### Congestion heat map, run 1

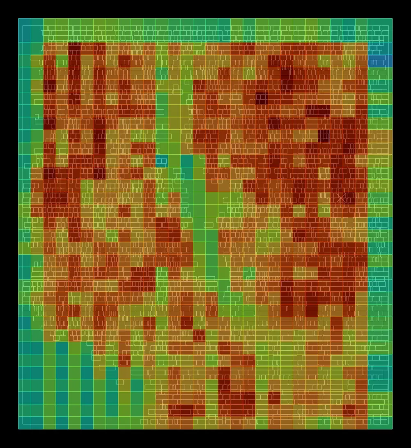
### Logic cells by family, run 1

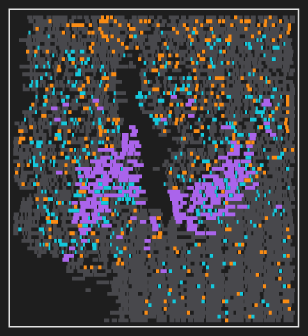
### Wires at chosen ports, followed through buffers, run 1

The bar under the picture is 50 um long.
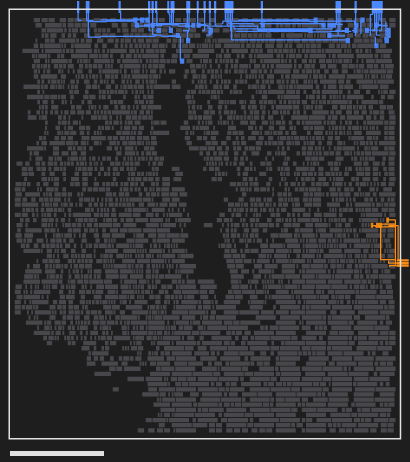
### Sequential cells coloured by netlist name, run 1

The bar under the picture is 50 um long. Other sequential cells in the stronger grey, the rest of the logic in the fainter grey.
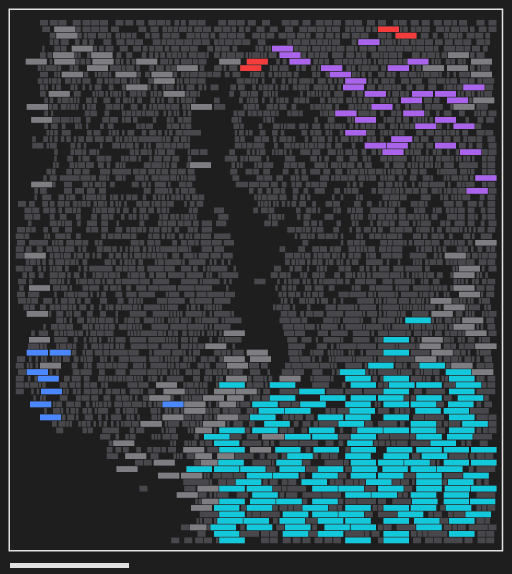
## src/rtl/axi4_slave_mem_bridge.sv

```systemverilog
// AXI4 slave to SRAM-style bridge. Handles FIXED/INCR/WRAP bursts including
// narrow and unaligned transfers, decodes a single address window (DECERR),
// flags protocol violations (SLVERR) and buffers read data in a credit-managed
// FIFO so that RREADY backpressure never drops or duplicates a beat.
module axi4_slave_mem_bridge #(
  parameter int                 ID_BW      = 4,
  parameter int                 ADDR_BW    = 32,
  parameter int                 DATA_BW    = 32,
  parameter int                 STRB_BW    = DATA_BW / 8,
  parameter logic [ADDR_BW-1:0] BASE_ADDR  = '0,
  parameter int                 MEM_BYTES  = 4096,
  parameter int                 RD_LAT     = 1,
  parameter int                 RBUF_DEPTH = 4
) (
  input  logic               ACLK,
  input  logic               ARESETn,
  input  logic [ID_BW-1:0]   AWID,
  input  logic [ADDR_BW-1:0] AWADDR,
  input  logic [7:0]         AWLEN,
  input  logic [2:0]         AWSIZE,
  input  logic [1:0]         AWBURST,
  input  logic               AWVALID,
  output logic               AWREADY,
  input  logic [DATA_BW-1:0] WDATA,
  input  logic [STRB_BW-1:0] WSTRB,
  input  logic               WLAST,
  input  logic               WVALID,
  output logic               WREADY,
  output logic [ID_BW-1:0]   BID,
  output logic [1:0]         BRESP,
  output logic               BVALID,
  input  logic               BREADY,
  input  logic [ID_BW-1:0]   ARID,
  input  logic [ADDR_BW-1:0] ARADDR,
  input  logic [7:0]         ARLEN,
  input  logic [2:0]         ARSIZE,
  input  logic [1:0]         ARBURST,
  input  logic               ARVALID,
  output logic               ARREADY,
  output logic [ID_BW-1:0]   RID,
  output logic [DATA_BW-1:0] RDATA,
  output logic [1:0]         RRESP,
  output logic               RLAST,
  output logic               RVALID,
  input  logic               RREADY,
  output logic               o_w_en,
  output logic [ADDR_BW-1:0] o_w_addr,
  output logic [DATA_BW-1:0] o_w_data,
  output logic [STRB_BW-1:0] o_w_strb,
  output logic               o_r_en,
  output logic [ADDR_BW-1:0] o_r_addr,
  input  logic [DATA_BW-1:0] i_r_data
);

  localparam int               SIZE_MAX = $clog2(STRB_BW);
  localparam logic [1:0]       RESP_OKAY = 2'b00;
  localparam logic [1:0]       RESP_SLV  = 2'b10;
  localparam logic [1:0]       RESP_DEC  = 2'b11;
  localparam logic [1:0]       BURST_FIXED = 2'b00;
  localparam logic [1:0]       BURST_WRAP  = 2'b10;
  localparam logic [ADDR_BW:0] WIN_SIZE = (ADDR_BW+1)'(MEM_BYTES);
  localparam int               CW = $clog2(RBUF_DEPTH + RD_LAT + 2);
  localparam int               PW = (RBUF_DEPTH > 1) ? $clog2(RBUF_DEPTH) : 1;
  localparam int               EW = ID_BW + 2 + 1 + DATA_BW;
  localparam int               LAST_STG = RD_LAT - 1;

  // Window check done with a borrow bit so no comparison folds to a constant.
  function automatic logic in_window(input logic [ADDR_BW-1:0] a);
    logic [ADDR_BW:0] d;
    d = {1'b0, a} - {1'b0, BASE_ADDR};
    return !d[ADDR_BW] && (d < WIN_SIZE);
  endfunction

  // Burst-level protocol violations that suppress every memory access.
  function automatic logic static_bad(input logic [2:0] size, input logic [7:0] len,
                                      input logic [1:0] burst);
    logic bad;
    bad = 1'b0;
    if (size > 3'(SIZE_MAX)) bad = 1'b1;
    if (burst == 2'b11) bad = 1'b1;
    if (burst == BURST_WRAP && !(len == 8'd1 || len == 8'd3 || len == 8'd7 || len == 8'd15))
      bad = 1'b1;
    return bad;
  endfunction

  // Address of the following beat; aligning the current address first makes
  // an unaligned start only affect beat 0.
  function automatic logic [ADDR_BW-1:0] next_addr(input logic [ADDR_BW-1:0] cur,
                                                   input logic [2:0] size,
                                                   input logic [7:0] len,
                                                   input logic [1:0] burst);
    logic [ADDR_BW-1:0] bytes, nxt, blk, lower;
    bytes = ADDR_BW'(1) << size;
    nxt   = (cur & ~(bytes - ADDR_BW'(1))) + bytes;
    blk   = bytes * (ADDR_BW'(len) + ADDR_BW'(1));
    lower = cur & ~(blk - ADDR_BW'(1));
    if (burst == BURST_FIXED) nxt = cur;
    else if (burst == BURST_WRAP && nxt == lower + blk) nxt = lower;
    return nxt;
  endfunction

  function automatic logic [1:0] resp_of(input logic dec, input logic slv);
    return dec ? RESP_DEC : (slv ? RESP_SLV : RESP_OKAY);
  endfunction

  function automatic logic [PW-1:0] ptr_inc(input logic [PW-1:0] p);
    return (p == PW'(RBUF_DEPTH - 1)) ? '0 : p + PW'(1);
  endfunction

  // READY outputs stay low during reset and rise one edge after release.
  logic rdy_en;
  always_ff @(posedge ACLK or negedge ARESETn) begin
    if (!ARESETn) rdy_en <= 1'b0;
    else          rdy_en <= 1'b1;
  end

  // ---------------------------------------------------------------- write path
  typedef enum logic [1:0] {W_IDLE, W_DATA, W_RESP} w_state_t;
  w_state_t           w_state, w_state_nxt;
  logic [ID_BW-1:0]   w_id;
  logic [ADDR_BW-1:0] w_addr;
  logic [7:0]         w_len, w_cnt;
  logic [2:0]         w_size;
  logic [1:0]         w_burst;
  logic               w_bad, w_dec, w_slv;
  logic               w_last, w_beat_ok;

  assign w_last    = (w_cnt == w_len);
  assign w_beat_ok = !w_bad && in_window(w_addr);

  // Write FSM state register.
  always_ff @(posedge ACLK or negedge ARESETn) begin
    if (!ARESETn) w_state <= W_IDLE;
    else          w_state <= w_state_nxt;
  end

  // Write FSM next state and handshake outputs.
  always_comb begin
    w_state_nxt = w_state;
    AWREADY     = 1'b0;
    WREADY      = 1'b0;
    BVALID      = 1'b0;
    case (w_state)
      W_IDLE: begin
        AWREADY = rdy_en;
        if (AWVALID && rdy_en) w_state_nxt = W_DATA;
      end
      W_DATA: begin
        WREADY = 1'b1;
        if (WVALID && w_last) w_state_nxt = W_RESP;
      end
      W_RESP: begin
        BVALID = 1'b1;
        if (BREADY) w_state_nxt = W_IDLE;
      end
      default: w_state_nxt = W_IDLE;
    endcase
  end

  // Write burst context: latched on AW, advanced on every W beat, sticky errors.
  always_ff @(posedge ACLK or negedge ARESETn) begin
    if (!ARESETn) begin
      w_id <= '0; w_addr <= '0; w_len <= '0; w_cnt <= '0;
      w_size <= '0; w_burst <= '0; w_bad <= 1'b0; w_dec <= 1'b0; w_slv <= 1'b0;
    end else if (AWVALID && AWREADY) begin
      w_id    <= AWID;
      w_addr  <= AWADDR;
      w_len   <= AWLEN;
      w_size  <= AWSIZE;
      w_burst <= AWBURST;
      w_cnt   <= '0;
      w_bad   <= static_bad(AWSIZE, AWLEN, AWBURST);
      w_slv   <= static_bad(AWSIZE, AWLEN, AWBURST);
      w_dec   <= 1'b0;
    end else if (WVALID && WREADY) begin
      w_cnt  <= w_cnt + 8'd1;
      w_addr <= next_addr(w_addr, w_size, w_len, w_burst);
      if (!in_window(w_addr)) w_dec <= 1'b1;
      if (WLAST != w_last)    w_slv <= 1'b1;
    end
  end

  assign o_w_en   = WVALID && WREADY && w_beat_ok;
  assign o_w_addr = (w_state == W_DATA) ? (w_addr - BASE_ADDR) : '0;
  assign o_w_data = WREADY ? WDATA : '0;
  assign o_w_strb = WREADY ? WSTRB : '0;
  assign BID      = w_id;
  assign BRESP    = BVALID ? resp_of(w_dec, w_slv) : RESP_OKAY;

  // ----------------------------------------------------------------- read path
  typedef enum logic {R_IDLE, R_ISSUE} r_state_t;
  r_state_t           r_state, r_state_nxt;
  logic [ID_BW-1:0]   r_id;
  logic [ADDR_BW-1:0] r_addr;
  logic [7:0]         r_len, r_cnt;
  logic [2:0]         r_size;
  logic [1:0]         r_burst;
  logic               r_bad, r_dec;
  logic               r_last, r_beat_ok, r_beat_dec, r_room, r_issue, r_pop, r_push;
  logic [CW-1:0]      inflight, fifo_cnt, occ;

  logic               tag_vld  [RD_LAT];
  logic [ID_BW-1:0]   tag_id   [RD_LAT];
  logic               tag_last [RD_LAT];
  logic [1:0]         tag_resp [RD_LAT];
  logic               tag_zero [RD_LAT];

  logic [EW-1:0]      fifo_mem [RBUF_DEPTH];
  logic [PW-1:0]      wr_ptr, rd_ptr;
  logic [EW-1:0]      head;

  assign r_last     = (r_cnt == r_len);
  assign r_beat_dec = r_dec || !in_window(r_addr);
  assign r_beat_ok  = !r_bad && in_window(r_addr);
  assign r_pop      = RVALID && RREADY;
  assign r_push     = tag_vld[LAST_STG];

  // Slots already committed: buffered entries plus beats still in the memory pipe.
  always_comb begin
    inflight = '0;
    for (int k = 0; k < RD_LAT; k++) inflight = inflight + CW'(tag_vld[k]);
  end

  // A pop this cycle frees its slot immediately, which keeps one beat per
  // cycle flowing when RBUF_DEPTH >= RD_LAT+1.
  assign occ     = fifo_cnt + inflight;
  assign r_room  = occ < (CW'(RBUF_DEPTH) + CW'(r_pop));
  assign r_issue = (r_state == R_ISSUE) && r_room;

  // Read FSM state register.
  always_ff @(posedge ACLK or negedge ARESETn) begin
    if (!ARESETn) r_state <= R_IDLE;
    else          r_state <= r_state_nxt;
  end

  // Read FSM next state and AR handshake.
  always_comb begin
    r_state_nxt = r_state;
    ARREADY     = 1'b0;
    case (r_state)
      R_IDLE: begin
        ARREADY = rdy_en;
        if (ARVALID && rdy_en) r_state_nxt = R_ISSUE;
      end
      R_ISSUE: begin
        if (r_room && r_last) r_state_nxt = R_IDLE;
      end
      default: r_state_nxt = R_IDLE;
    endcase
  end

  // Read burst context: latched on AR, advanced per issued slot.
  always_ff @(posedge ACLK or negedge ARESETn) begin
    if (!ARESETn) begin
      r_id <= '0; r_addr <= '0; r_len <= '0; r_cnt <= '0;
      r_size <= '0; r_burst <= '0; r_bad <= 1'b0; r_dec <= 1'b0;
    end else if (ARVALID && ARREADY) begin
      r_id    <= ARID;
      r_addr  <= ARADDR;
      r_len   <= ARLEN;
      r_size  <= ARSIZE;
      r_burst <= ARBURST;
      r_cnt   <= '0;
      r_bad   <= static_bad(ARSIZE, ARLEN, ARBURST);
      r_dec   <= 1'b0;
    end else if (r_issue) begin
      r_cnt  <= r_cnt + 8'd1;
      r_addr <= next_addr(r_addr, r_size, r_len, r_burst);
      r_dec  <= r_beat_dec;
    end
  end

  assign o_r_en   = r_issue && r_beat_ok;
  assign o_r_addr = (r_state == R_ISSUE) ? (r_addr - BASE_ADDR) : '0;

  // Tag pipe valid bits: one stage per cycle of memory latency.
  always_ff @(posedge ACLK or negedge ARESETn) begin
    if (!ARESETn) begin
      for (int k = 0; k < RD_LAT; k++) tag_vld[k] <= 1'b0;
    end else begin
      tag_vld[0] <= r_issue;
      for (int k = 1; k < RD_LAT; k++) tag_vld[k] <= tag_vld[k-1];
    end
  end

  // Tag pipe payload travelling alongside the valid bits.
  always_ff @(posedge ACLK) begin
    tag_id[0]   <= r_id;
    tag_last[0] <= r_last;
    tag_resp[0] <= resp_of(r_beat_dec, r_bad);
    tag_zero[0] <= !r_beat_ok;
    for (int k = 1; k < RD_LAT; k++) begin
      tag_id[k]   <= tag_id[k-1];
      tag_last[k] <= tag_last[k-1];
      tag_resp[k] <= tag_resp[k-1];
      tag_zero[k] <= tag_zero[k-1];
    end
  end

  // FIFO pointers and occupancy.
  always_ff @(posedge ACLK or negedge ARESETn) begin
    if (!ARESETn) begin
      wr_ptr   <= '0;
      rd_ptr   <= '0;
      fifo_cnt <= '0;
    end else begin
      if (r_push) wr_ptr <= ptr_inc(wr_ptr);
      if (r_pop)  rd_ptr <= ptr_inc(rd_ptr);
      fifo_cnt <= fifo_cnt + CW'(r_push) - CW'(r_pop);
    end
  end

  // FIFO storage; suppressed beats carry zero data.
  always_ff @(posedge ACLK) begin
    if (r_push)
      fifo_mem[wr_ptr] <= {tag_id[LAST_STG], tag_resp[LAST_STG], tag_last[LAST_STG],
                           tag_zero[LAST_STG] ? {DATA_BW{1'b0}} : i_r_data};
  end

  assign head   = fifo_mem[rd_ptr];
  assign RVALID = (fifo_cnt != '0);
  assign RDATA  = RVALID ? head[DATA_BW-1:0] : '0;
  assign RLAST  = RVALID && head[DATA_BW];
  assign RRESP  = RVALID ? head[DATA_BW+2:DATA_BW+1] : RESP_OKAY;
  assign RID    = RVALID ? head[EW-1 -: ID_BW] : '0;

endmodule

```

## config.mk

```make
export PLATFORM = sky130hd
export DESIGN_NAME = axi4_slave_mem_bridge
export DESIGN_NICKNAME = d
export VERILOG_FILES = /design/src/rtl/axi4_slave_mem_bridge.sv
export SDC_FILE = /design/constraint.sdc
export NUM_CORES = 1
export LEC_CHECK = 0
export ABC_CLOCK_PERIOD_IN_PS = 12300
export CORE_ASPECT_RATIO = 1.1
export CORE_MARGIN = 2
export CORE_UTILIZATION = 59
export CTS_BUF_LIST = sky130_fd_sc_hd__clkbuf_2 sky130_fd_sc_hd__clkbuf_4 sky130_fd_sc_hd__clkbuf_8
export CTS_CLUSTER_SIZE = 14
export DETAILED_ROUTE_END_ITERATION = 7
export PLACE_DENSITY = 0.93
export SETUP_SLACK_MARGIN = 0.4
export SLEW_MARGIN = 25
export SYNTH_ARGS = -nofsm -noshare
export SYNTH_HDL_FRONTEND = slang
export SYNTH_SLANG_ARGS = --single-unit
export TNS_END_PERCENT = 50
```

## constraint.sdc

```tcl
create_clock -name ACLK -period 12.3 [get_ports ACLK]
set_clock_uncertainty 0.2 [all_clocks]
set_input_delay 1.845 -clock ACLK [delete_from_list [all_inputs] [get_ports ACLK]]
set_output_delay 1.845 -clock ACLK [all_outputs]
set_load 0.01 [all_outputs]
```

==> reports/highlights.md, run 1 <==
- result of the run: finished with violations
- failing checks: DRC
- Hold Path Origin: r_id[1]
- worst-case vdd ir drop: 0.000214 V
- fraction of layout cells with a size suffix above 1: 7.35%
- Buffers on Ports: 325
- origin of the critical flop-to-flop path: w_len[0]
- count of endpoints failing setup in the final report: 0
- stage-log warning count: 33
- antenna fix cells: 3
- combined global-route utilization of all metal layers: 35.4%
- end of the worst register-to-register path: w_addr[0]
- tally of filler cells in the layout: 3253
- total overflow reported by the global router: 0
- final standard cell count with taps included and fillers excluded: 3862
- class of the tightest hold or removal check: reg2reg
- RSZ-0062 raised after global routing: false
- stage delay of the slowest cell on the critical path: 680 ps
- layout-stage area growth over the synthesis result: 16.8%
- nature of the critical path endpoint: flop
- I/O Pins: 326
- largest net degree at the start of global routing: 72
- post-synthesis share of cell area spent on xor and xnor gates: 6.74%
- Die Outline Area: 0.0469 mm^2
- Synth Area in Adders: 12.1%
- ao+oa area frac: 15.6%
- register-to-register setup slack: 940 ps
- number of levels in the clock H-tree: 2
- Top cell area share: 17.6%
- CTS Root Cell: clkbuf_8
- Die Height: 227 um
- Routability Congestion: 1.02
- biggest area consumer among synthesized cells: edfxtp_1
- number of vias per cell after detailed routing: 6.55
- Max clock buf depth: 3
- WHS: 171 ps
- area of the multi-input gates: 0.0174 mm^2
- Clock Sink Count: 295
- DRC errors left: 1
- Largest cells by area: edfxtp_1 18%, dfrtp_1 12%, fa_1 6.6%
- final count of hold timing violations: 0
- mean area per synthesized cell: 8.83 um^2
- worst hold path depth: 0
- total number of vias: 25300
- number of enable flip-flop cells: 156
- leakage power: 0.0126 uW
- max cap viols: 0
- Synth top cells by count: 312 x nor2_1, 303 x nand2_1, 183 x and2_1
- post-CTS setup buffer count: 0
- Ys Warns: 0
- cell mode on critical path: fa_1
- summed area of non-filler cells in the final layout: 0.0312 mm^2
- total power density per cell area: 309 mW/mm^2
- number of distinct library cells after synthesis: 108
About 'Congestion heat map':
met1 Resource Use GR: 45.2%
M3 GR Usage: 7.27%
core occupancy in the finished layout: 69.9%
met2 track demand over resource in global routing: 57.4%
most heavily used metal layer in global routing: met2

About 'Logic cells by family':
Key: orange = and/or cells [cells 327, most used and2_1, where widely spread]; cyan = nor cells [cells 488, most used nor2_1]; purple = fa/ha/maj cells [cells 205, most used ha_1]

About 'Wires at chosen ports, followed through buffers':
Key: orange = AWSIZE [direction input, edge east, end cells 4, buffers 3, wire 112 um]; blue = WDATA [direction input, edge north, end cells 32, buffers 32, wire 992 um]

About 'Sequential cells coloured by netlist name':
Key: red = BID [placed flops 4]; blue = r_len [placed flops 8]; purple = w_addr [placed flops 32, where north-east]; cyan = fifo_mem [placed flops 156]
Another 95 sequential cells are not coloured.
power of the sequential group: 1880 uW
sequential standard cell area: 0.00813 mm^2
register share of the cell area: 26.1%

run 1: sequential cells by signal (all words and copies together), names as in the netlist, 3 cells and up:
| signal | flops |
|---|---|
| fifo_cnt | 3 |
| w_len | 8 |
| r_cnt | 8 |
| r_len | 8 |
| tag_id | 4 |
| w_size | 3 |
| fifo_mem | 156 |
| BID | 4 |
| r_addr | 32 |
| w_cnt | 8 |
| r_id | 4 |
| w_addr | 32 |
| r_size | 3 |
run 1: routing by layer:
| layer | part of all wire, % | vias up | wire [um] |
|---|---|---|---|
| li1 | - | 11300 | - |
| met1 | 38 | 12100 | 31800 |
| met2 | 47 | 1558 | 39700 |
| met3 | 9.7 | 355 | 8220 |
| met4 | 5.5 | 2 | 4630 |
| met5 | 0.017 | - | 14 |
run 1: power breakdown:
part / internal, uW / leakage, uW / total, uW / switching, uW
clock network: 465 / 0.000536 / 910 / 445
logic: 2820 / 0.00899 / 6840 / 4020
registers: 1360 / 0.00308 / 1880 / 517
total: 4650 / 0.0126 / 9630 / 4980
run 1: cell usage in the layout (no fill, tap or decap), types with 15 or more instances in the layout:
master           Yosys  final
o21ai_1             16     16
nand2b_1            43     43
a22oi_1             33     33
fa_1                88     88
nand2_1            303    303
mux4_2              39     39
nand3_1             79     79
dfrtp_1            131    129
edfxtp_1           156    156
xor2_1              58     58
o21ai_0            120    119
a211oi_1            24     24
or2_2               22     22
ha_1               117    117
nor2_1             312    312
o211ai_1            23     23
nor4_1              32     31
a21o_1              23     23
clkdlybuf4s50_1      0    324
mux2i_1             33     33
or3_1               27     27
buf_4                3     26
and2_1             183    177
nor2b_1             51     50
xnor2_1            137    137
inv_1              116    116
a21oi_1            138    138
and3_1              49     49
o22ai_1             26     26
nand4_1             52     52
nor3b_1             15     15
a31oi_1             36     36
nor3_1              53     52
clkbuf_8             0     54
==> run 2, diff against run 1 <==
--- a/config.mk
+++ b/config.mk
@@ -5,6 +5,7 @@
 export SDC_FILE = /design/constraint.sdc
 export NUM_CORES = 1
 export LEC_CHECK = 0
+export ABC_AREA = 1
 export ABC_CLOCK_PERIOD_IN_PS = 12300
 export CORE_ASPECT_RATIO = 1.1
 export CORE_MARGIN = 2
@@ -12,7 +13,7 @@
 export CTS_BUF_LIST = sky130_fd_sc_hd__clkbuf_2 sky130_fd_sc_hd__clkbuf_4 sky130_fd_sc_hd__clkbuf_8
 export CTS_CLUSTER_SIZE = 14
 export DETAILED_ROUTE_END_ITERATION = 7
-export PLACE_DENSITY = 0.93
+export PLACE_DENSITY = 0.92
 export SETUP_SLACK_MARGIN = 0.4
 export SLEW_MARGIN = 25
 export SYNTH_ARGS = -nofsm -noshare
### A small window of the routed layout, run 2

The bar under the picture is 10 um long. Region (41, 46) to (66, 71) um. Cells in grey, sequential cells in the stronger grey; small squares are vias.
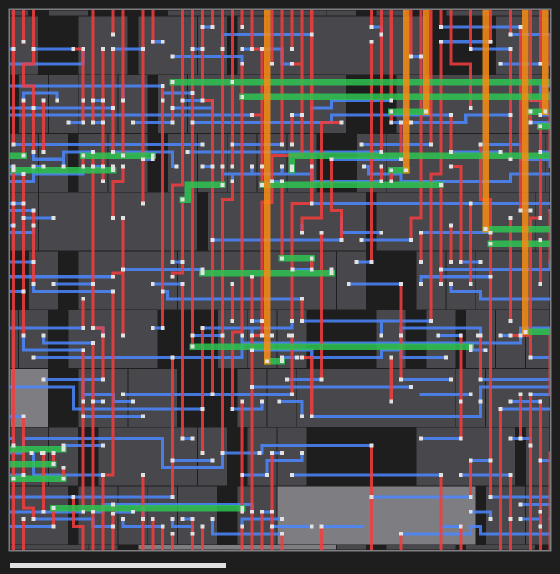
Key: orange = M4; red = M2; green = M3; blue = M1
Netlist names of flops here include r_len (1). Most frequent: nor2_1 (17), nand2_1 (9). Sequential cells in the window: 1. 64 logic cells have their middle in the window.

### Wires at chosen ports, followed through buffers, run 2

The bar under the picture is 50 um long.
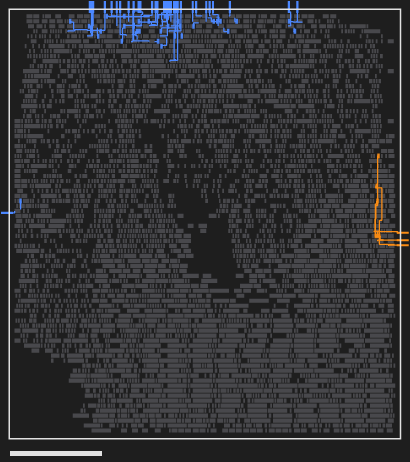
Key: blue = WDATA [direction input, edge 31 north, 1 west, end cells 32, buffers 32, wire 563 um]; orange = AWSIZE [direction input, edge east, end cells 4, buffers 3, wire 152 um]
I/O Pins: 326
Buffers on Ports: 325

### Sequential cells coloured by netlist name, run 2

The bar under the picture is 50 um long. Other sequential cells in the stronger grey, the rest of the logic in the fainter grey.
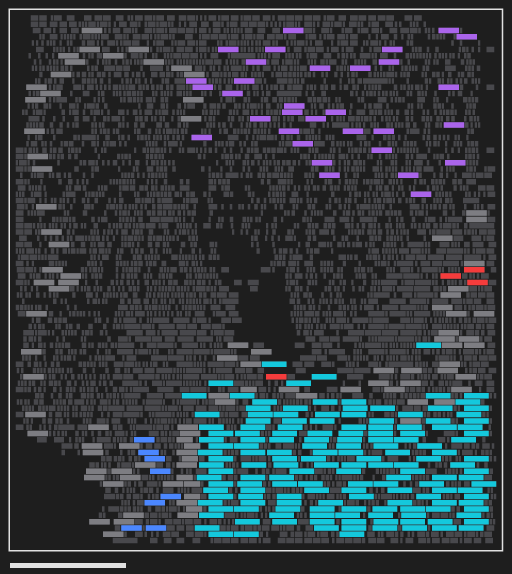
Key: purple = w_addr [placed flops 32]; red = BID [placed flops 4]; cyan = fifo_mem [placed flops 156]; blue = r_len [placed flops 8]

==> run 2 against run 1 <==
Compared with the run above: clock power rose by about 10%; worst hold slack better by 4.6 ps; die area increased by 5.5%; first-iteration DRC count down 0.26%; critical endpoint is now w_addr[12]; critical path type unchanged; largest cell class unchanged; sequential power down about 10%; the run now ends clean; largest power group unchanged; worst setup slack better by 1800 ps; count of clock-buffer cells in the layout up 2; sequential share of layout area decreased by 1.4 points; utilization shrank 0.47 points.
==> reports/highlights.md, run 2 <==
- origin of the critical flop-to-flop path: w_len[0], unchanged
- Top Layout Cells: 1238 x nand2_1, 768 x nor2_1, 598 x inv_1, was 324 x clkdlybuf4s50_1, 312 x nor2_1, 303 x nand2_1
- Post-Syn Area: 0.0282 mm^2, was 0.0267 mm^2
- WHS: 175 ps, was 171 ps
- met2 routed wirelength: 44400 um, was 39700 um
- result of the run: finished clean, was finished with violations
- class of the tightest hold or removal check: reg2reg, unchanged
- tally of filler cells in the layout: 3995, was 3253
- post-synthesis sequential element count: 295, unchanged
- fraction of the core area occupied by cells at floorplan: 59.3%, was 59.8%
- Clock Sink Count: 295, unchanged
- combined global-route utilization of all metal layers: 37.2%, was 35.4%
- total overflow reported by the global router: 0, unchanged
- nature of the critical path endpoint: flop, unchanged
- summed area of non-filler cells in the final layout: 0.0330 mm^2, was 0.0312 mm^2
- worst-case vdd ir drop: 0.000288 V, was 0.000214 V
- horizontal die dimension: 212 um, was 207 um
- count of endpoints failing setup in the final report: 0, unchanged
- post-route met1 wirelength: 34500 um, was 31800 um
- leakage power: 0.0171 uW, was 0.0126 uW
- final standard cell count with taps included and fillers excluded: 5288, was 3862
- number of distinct library cells after synthesis: 66, was 108
- Routability Congestion: 1.03, was 1.02
- final worst setup slack: 2780 ps, was 942 ps
- CTS Root Cell: clkbuf_8, unchanged
- sequential standard cell area: 0.00812 mm^2, was 0.00813 mm^2
- fraction of synthesis flops using an asynchronous set or reset pin: 44.4%, unchanged
- CTS tree: yes, unchanged
- max cap viols: 0, unchanged
- DRC errors left: 0, was 1
- Post-DRT Antenna Nets: 0, unchanged
- M3 GR Usage: 7.49%, was 7.27%
- post-place instance area: 0.0318 mm^2, was 0.0301 mm^2
- area of the multi-input gates: 0.0171 mm^2, was 0.0174 mm^2
- biggest area consumer among synthesized cells: edfxtp_1, unchanged
- Pre-antenna DRT Iters: 6, was 8
- most common cell after layout, fill and taps aside: nand2_1, was clkdlybuf4s50_1
- Die Height: 233 um, was 227 um
- mean area per synthesized cell: 6.52 um^2, was 8.83 um^2
- met2 track demand over resource in global routing: 62.8%, was 57.4%
- Hold Path Origin: r_id[3], was r_id[1]
- max FFs per register: 156, unchanged
- pre-CTS setup slack: 3120 ps, was 1320 ps
- worst hold path depth: 0, unchanged
- Synth top cells by count: 1242 x nand2_1, 768 x nor2_1, 600 x inv_1, was 312 x nor2_1, 303 x nand2_1, 183 x and2_1
- Chip Area, Yosys: 0.0282 mm^2, was 0.0267 mm^2
- Reg with most FFs: fifo_mem, unchanged
- Die Outline Area: 0.0495 mm^2, was 0.0469 mm^2
- stage-log warning count: 33, unchanged
- stage delay of the slowest cell on the critical path: 730 ps, was 680 ps
- number of nets in the finished design: 4978, was 3616
- final count of hold timing violations: 0, unchanged
- Cells after Synth: 4326, was 3023
- total number of vias: 29800, was 25300
- number of enable flip-flop cells: 156, unchanged
- Top Registers: fifo_mem x156, r_addr x32, w_addr x32, unchanged
- Top cell area share: 16.6%, was 17.6%
- cell mode on critical path: nand2_1, was fa_1
- largest net degree at the start of global routing: 82, was 72
- layout-stage area growth over the synthesis result: 17.0%, was 16.8%
- post-CTS setup buffer count: 0, unchanged
- number of vias per cell after detailed routing: 5.64, was 6.55
- fraction of layout cells with a size suffix above 1: 5.49%, was 7.35%
- summed negative setup slack over all endpoints: 0 ps, unchanged
- total power density per cell area: 273 mW/mm^2, was 309 mW/mm^2
- met1 Resource Use GR: 44.3%, was 45.2%
- pin slew with the least headroom to its limit: 1090 ps, was 1130 ps
- Max clock buf depth: 3, unchanged
- Routed met3 length: 7580 um, was 8220 um
- Clock Pin Slew Worst Setup and Hold Paths: 70 ps, was 60 ps
- count of routing violations after the opening detailed-route iteration: 3109, was 3117
- Ys Warns: 0, unchanged
- Largest cells by area: edfxtp_1 17%, nand2_1 17%, dfrtp_1 12%, was edfxtp_1 18%, dfrtp_1 12%, fa_1 6.6%
- top metal layer carrying routed signals: met5, unchanged
- core occupancy in the finished layout: 69.4%, was 69.9%
- most heavily used metal layer in global routing: met2, unchanged
- Worst EP required: 12720 ps, was 12650 ps
- wire length of the first global-routing pass: 147000 um, was 131000 um
- critical setup path kind: reg2reg, unchanged
- number of levels in the clock H-tree: 2, unchanged
- RSZ-0062 raised after global routing: false, unchanged
[run 2: cell count changes after synthesis, sizes merged, moves of 79 or more]
cell and change:
clkbuf -79, xnor2 -109, and2 -186, nand3 +310
nand2 +969, inv +514, nor2 +490
[run 2: cell families (layout without fill, tap and decap cells)]
group | count (synthesis) | after routing | share of synthesized area (%)
AND-OR/OR-AND | 294 | 294 | 5.57
XOR/XNOR | 84 | 84 | 2.66
adder cells (fa/ha/maj) | 205 | 205 | 11.4
buffers and inverters | 763 | 1078 | 10.7
flip-flops | 295 | 295 | 28.8
other | 1 | 3 | 0.0133
AND/OR/NAND/NOR | 2684 | 2684 | 40.8
[run 2: worst paths after layout]
kind                                 to  slack (ps)
max                          w_addr[12]        2780
min                        tag_id[0][3]         180
max reg2reg                  w_addr[12]        2780
min reg2reg                tag_id[0][3]         180
max in group asynchronous    r_burst[0]        9500
min in group asynchronous     w_addr[4]         990
[run 2: worst max-delay path, delay by kind of cell (launching register included)]
family	cells	cell delay, ps
simple gates	28	4610
fa+ha+maj	7	2930
xor+xnor	2	760
flops	1	640
buf+inv	2	170
compound gates	1	150
[run 2: area by class of cell]
cell class	instances	share of cell area [%]
Multi-Input combinational cell	3268	51.8
Sequential cell	295	24.6
Timing Repair Buffer	347	10.4
Inverter	636	7.26
Clock buffer	66	2.49
Tap cell	645	2.45
Clock inverter	29	1.00
Antenna cell	2	0.0152
[run 2: power breakdown]
group | leakage, uW | total, uW | switching (uW) | internal [uW]
Sequential | 0.00317 | 1700 | 336 | 1360
Clock | 0.000583 | 1030 | 459 | 572
Combinational | 0.0134 | 6260 | 4170 | 2090
Total | 0.0171 | 8990 | 4970 | 4020
Power figures rest on the tool's default switching activity, not on a simulated workload.
